Fig. 1: selected gate families
The bar under the picture is 20 um long.
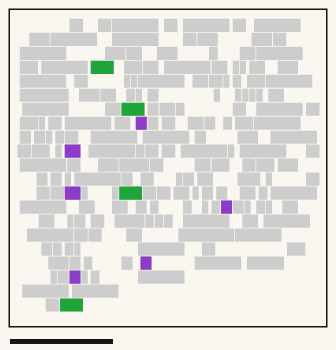
Fig. 2: wiring by layer
The bar under the picture is 20 um long.
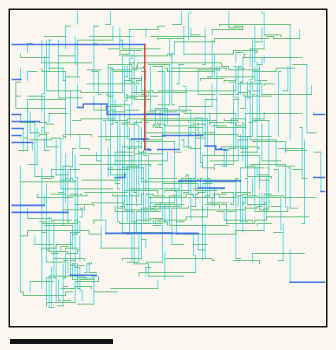
$ cat config.mk
export PLATFORM = sky130hd
export DESIGN_NAME = tmp_readout
export DESIGN_NICKNAME = d
export VERILOG_FILES = /design/src/rtl/tmp_pkg.sv /design/src/rtl/tmp_sync.sv /design/src/rtl/tmp_readout.sv
export SDC_FILE = /design/constraint.sdc
export NUM_CORES = 1
export LEC_CHECK = 0
export CORE_UTILIZATION = 50
export CTS_CLUSTER_SIZE = 8
export DETAILED_ROUTE_END_ITERATION = 12
export DONT_BUFFER_PORTS = 1
export PLACE_DENSITY = 0.68
export SLEW_MARGIN = 10
export SYNTH_ARGS = -nofsm -noshare
export SYNTH_HDL_FRONTEND = slang
export SYNTH_HIERARCHICAL = 1
export SYNTH_SLANG_ARGS = --single-unit
$ cat constraint.sdc
create_clock -name clk -period 1.8 [get_ports clk]
set_input_delay 0.18 -clock clk [delete_from_list [all_inputs] [get_ports clk]]
set_output_delay 0.18 -clock clk [all_outputs]
set_load 0.1 [all_outputs]
$ cat src/rtl/tmp_pkg.sv
// Shared types and default sizing for the temperature-sensor readout path.
package tmp_pkg;

    typedef enum logic [1:0] {
        IDLE   = 2'd0,
        SETTLE = 2'd1,
        ACCUM  = 2'd2
    } tmp_state_t;

    localparam int OSR_LOG2_DEF    = 8;
    localparam int SETTLE_N_DEF    = 4;
    localparam int SYNC_STAGES_DEF = 2;

endpackage

$ cat src/rtl/tmp_sync.sv
// Multi-flop synchroniser for a single asynchronous level (e.g. comparator output).
module tmp_sync #(
    parameter int STAGES = 2
) (
    input  logic clk,
    input  logic reset_n,
    input  logic d,
    output logic q
);

    logic [STAGES-1:0] sync_reg;

    always_ff @(posedge clk or negedge reset_n) begin
        if (!reset_n) begin
            sync_reg <= '0;
        end else begin
            sync_reg <= {sync_reg[STAGES-2:0], d};
        end
    end

    assign q = sync_reg[STAGES-1];

endmodule

$ cat src/rtl/tmp_readout.sv
// Decimates comparator decisions into a ones-count temperature code and
// presents each code on a valid/ready port with a sticky overrun flag.
module tmp_readout
    import tmp_pkg::*;
#(
    parameter int OSR_LOG2    = OSR_LOG2_DEF,
    parameter int SETTLE_N    = SETTLE_N_DEF,
    parameter int SYNC_STAGES = SYNC_STAGES_DEF
) (
    input  logic              clk,
    input  logic              reset_n,
    input  logic              enable,
    input  logic              smp,
    input  logic              cmp,
    input  logic              clr_ovr,
    output logic [OSR_LOG2:0] code,
    output logic              code_valid,
    input  logic              code_ready,
    output logic              busy,
    output logic              overrun
);

    localparam int            W           = OSR_LOG2 + 1;
    localparam logic [W-1:0]  CNT_LAST    = W'((1 << OSR_LOG2) - 1);
    localparam int            SW          = (SETTLE_N > 1) ? $clog2(SETTLE_N) : 1;
    localparam logic [SW-1:0] SETTLE_LAST = SW'((SETTLE_N > 0) ? SETTLE_N - 1 : 0);

    tmp_state_t    state_reg;
    logic          smp_q_reg;
    logic [W-1:0]  cnt_reg;
    logic [W-1:0]  ones_reg;
    logic [SW-1:0] settle_reg;
    logic [W-1:0]  code_reg;
    logic          code_valid_reg;
    logic          overrun_reg;

    logic          cmp_s;
    logic          ev;
    logic [W-1:0]  ones_next;
    logic          result_fire;
    logic          result_load;
    logic          result_drop;

    tmp_sync #(.STAGES(SYNC_STAGES)) u_cmp_sync (
        .clk     (clk),
        .reset_n (reset_n),
        .d       (cmp),
        .q       (cmp_s)
    );

    // The final decision of a conversion is folded in combinationally so the
    // code register can load on the same edge that consumes that decision.
    always_comb begin
        ev          = smp & ~smp_q_reg;
        ones_next   = ones_reg + W'(cmp_s);
        result_fire = enable && (state_reg == ACCUM) && ev && (cnt_reg == CNT_LAST);
        result_load = result_fire && (!code_valid_reg || code_ready);
        result_drop = result_fire && code_valid_reg && !code_ready;
    end

    always_ff @(posedge clk or negedge reset_n) begin
        if (!reset_n) begin
            state_reg  <= IDLE;
            smp_q_reg  <= 1'b0;
            cnt_reg    <= '0;
            ones_reg   <= '0;
            settle_reg <= '0;
        end else begin
            smp_q_reg <= smp;
            if (!enable) begin
                state_reg  <= IDLE;
                cnt_reg    <= '0;
                ones_reg   <= '0;
                settle_reg <= '0;
            end else begin
                case (state_reg)
                    IDLE: begin
                        cnt_reg    <= '0;
                        ones_reg   <= '0;
                        settle_reg <= '0;
                        state_reg  <= (SETTLE_N == 0) ? ACCUM : SETTLE;
                    end
                    SETTLE: begin
                        if (ev) begin
                            if (settle_reg == SETTLE_LAST) begin
                                state_reg  <= ACCUM;
                                settle_reg <= '0;
                                cnt_reg    <= '0;
                                ones_reg   <= '0;
                            end else begin
                                settle_reg <= settle_reg + 1'b1;
                            end
                        end
                    end
                    ACCUM: begin
                        if (ev) begin
                            if (cnt_reg == CNT_LAST) begin
                                cnt_reg  <= '0;
                                ones_reg <= '0;
                            end else begin
                                cnt_reg  <= cnt_reg + 1'b1;
                                ones_reg <= ones_next;
                            end
                        end
                    end
                    default: state_reg <= IDLE;
                endcase
            end
        end
    end

    // A pending code survives enable drops; only a new result or acceptance moves it.
    always_ff @(posedge clk or negedge reset_n) begin
        if (!reset_n) begin
            code_reg       <= '0;
            code_valid_reg <= 1'b0;
            overrun_reg    <= 1'b0;
        end else begin
            if (result_load) begin
                code_reg       <= ones_next;
                code_valid_reg <= 1'b1;
            end else if (code_valid_reg && code_ready) begin
                code_valid_reg <= 1'b0;
            end

            if (result_drop) begin
                overrun_reg <= 1'b1;
            end else if (clr_ovr) begin
                overrun_reg <= 1'b0;
            end
        end
    end

    assign code       = code_reg;
    assign code_valid = code_valid_reg;
    assign overrun    = overrun_reg;
    assign busy       = (state_reg != IDLE);

endmodule
==> flow_metrics.py <==
# Physical implementation metrics
metrics = {
    "critical_path": {
        "crit_top_cell": "ha_1",
        "cp.arrival_ps": 1900,
        "cp-startpoint": "ones_reg[0]$_DFFE_PN0P_",
        "path_cells": "ha_1 > ha_1 > nand3_1 > nor2_1 > xor2_1 > mux2_2",
        "path_max_fanout": 5,
        "slowest_delay_ps": 400,
        "crit_path_top_delay_cell": "dfrtp_1",
        "crit_cells": 6,
        "crit_buf_inv": 0,
        "end_kind": "register",
        "worstPathRequired_ps": 2040,
        "r2r-end": "code[6]$_DFFE_PN0P_",
        "crit_end": "code[6]$_DFFE_PN0P_",
        "critPathLaunchType": "register",
    },
    "floorplanning": {
        "core_um2": 3360,
        "die_area_um2": 3780,
        "fp-utilization_pct": 52.6,
        "rows": 21,
    },
    "route": {
        "drcViolationCount": 0,
        "vias_per_cell": 5.65,
        "antenna_left": 0,
        "wirelength_mm": 3.40,
        "vias": 1340,
        "wl_met1_mm": 1.57,
    },
    "power_and_ir_drop": {
        "pg_clk_w": 0.000569,
        "power.internal_w": 0.00113,
        "powerSeq_w": 0.000816,
        "pwr-share-comb_pct": 5.2,
        "cellLeakagePower_nw": 1.03,
        "comb_cell_power_w": 0.0000762,
        "power_w": 0.00146,
    },
    "timing": {
        "fmax_mhz": 600,
        "layout_setup_ws_ps": 134,
        "whs_ps": 14.2,
        "fin_worst_skew_ps": 3.12,
        "slew_viol_final": 0,
    },
    "grt": {
        "grt_antenna_before_repair": 0,
        "track_usage_pct": 21.6,
        "first_global_vias": 1315,
        "grt-busiest-layer": "met2",
        "met2_usage_pct": 35.9,
        "grt_pass1_wl_mm": 5.89,
    },
    "clocking": {
        "cts.repair_timing.setup_buffer_count": 0,
        "clockBufferDepth": 2,
        "insertion_delay_ps": 340,
        "htreeDepth": 2,
        "root_buffer": "clkbuf_4",
    },
    "finish": {
        "fill_cells": 307,
        "final_cell_area_um2": 2110,
        "final_util_pct": 62.8,
        "drive_gt1_share_pct": 26.2,
        "area_growth_syn_to_layout_pct": 19.5,
        "final_cell_mix": "dfrtp_1 (35), buf_4 (22), nor2_1 (15)",
        "layout_top_cell": "dfrtp_1",
    },
    "synthesis": {
        "common_cells": "dfrtp_1 (36), nor2_1 (16), a22o_1 (12)",
        "synthArstFlopShare_pct": 100,
        "syn-num-nets": 172,
        "aoi_share_pct": 15.6,
        "simple_gate_area_share_pct": 17.5,
        "ys_warn_count": 6,
        "yosys_register_bits": 36,
        "avgSynthCellArea_um2": 11.0,
        "synth.cell_area_um2": 1770,
        "synth_cell_types": 35,
        "ff_type": "dfrtp_1",
    },
    "hold_path": {
        "holdCritStartpoint": "enable",
        "hold_path_end": "state_reg[1]$_DFFE_PN0P_",
        "hold_depth": 2,
    },
    "placement": {
        "place_inst": 224,
        "post-place-ws_ps": 29.3,
        "port_buffers": 0,
    },
    "run_status": {
        "outcome": "finished, final reports clean",
    },
}
Notes on Fig. 1 above:
Key: green = adder and majority cells [cells 4]; purple = AND and OR gates [cells 6]

Notes on Fig. 2 above:
Key: green = met1 [wire length 1,570 um]; blue = met3 [wire length 157 um]; cyan = met2 [wire length 1,660 um]; red = met4 [wire length 20.4 um]

[logic make-up (layout without fill, tap and decap cells)]
family	count (synthesis)	in the layout
AOI/OAI and AO/OA	35	35
xor gates and xnor gates	7	7
adders and majority gates	4	4
buffers and inverters	8	38
DFF	36	36
muxes	11	11
and+or+nand+nor	60	60
[layout make-up]
type | instances | area [um^2] | area share (%)
Clock buffer | 5 | 37.5 | 1.78
Clock inverter | 3 | 42.5 | 2.01
Inverter | 3 | 11.3 | 0.533
Multi-Input combinational cell | 117 | 836 | 39.6
Sequential cell | 36 | 902 | 42.7
Tap cell | 46 | 57.6 | 2.73
Timing Repair Buffer | 27 | 225 | 10.7
[what timing repair did]
item / 4_1_cts / 5_1_grt
hold buffers: 5 / 0
resized: 1 / 3
endpoints found under the hold margin: 39 / 0
endpoints found under the setup margin: 1 / 12
No activity file was given, so power comes from the tool's default toggle rates.
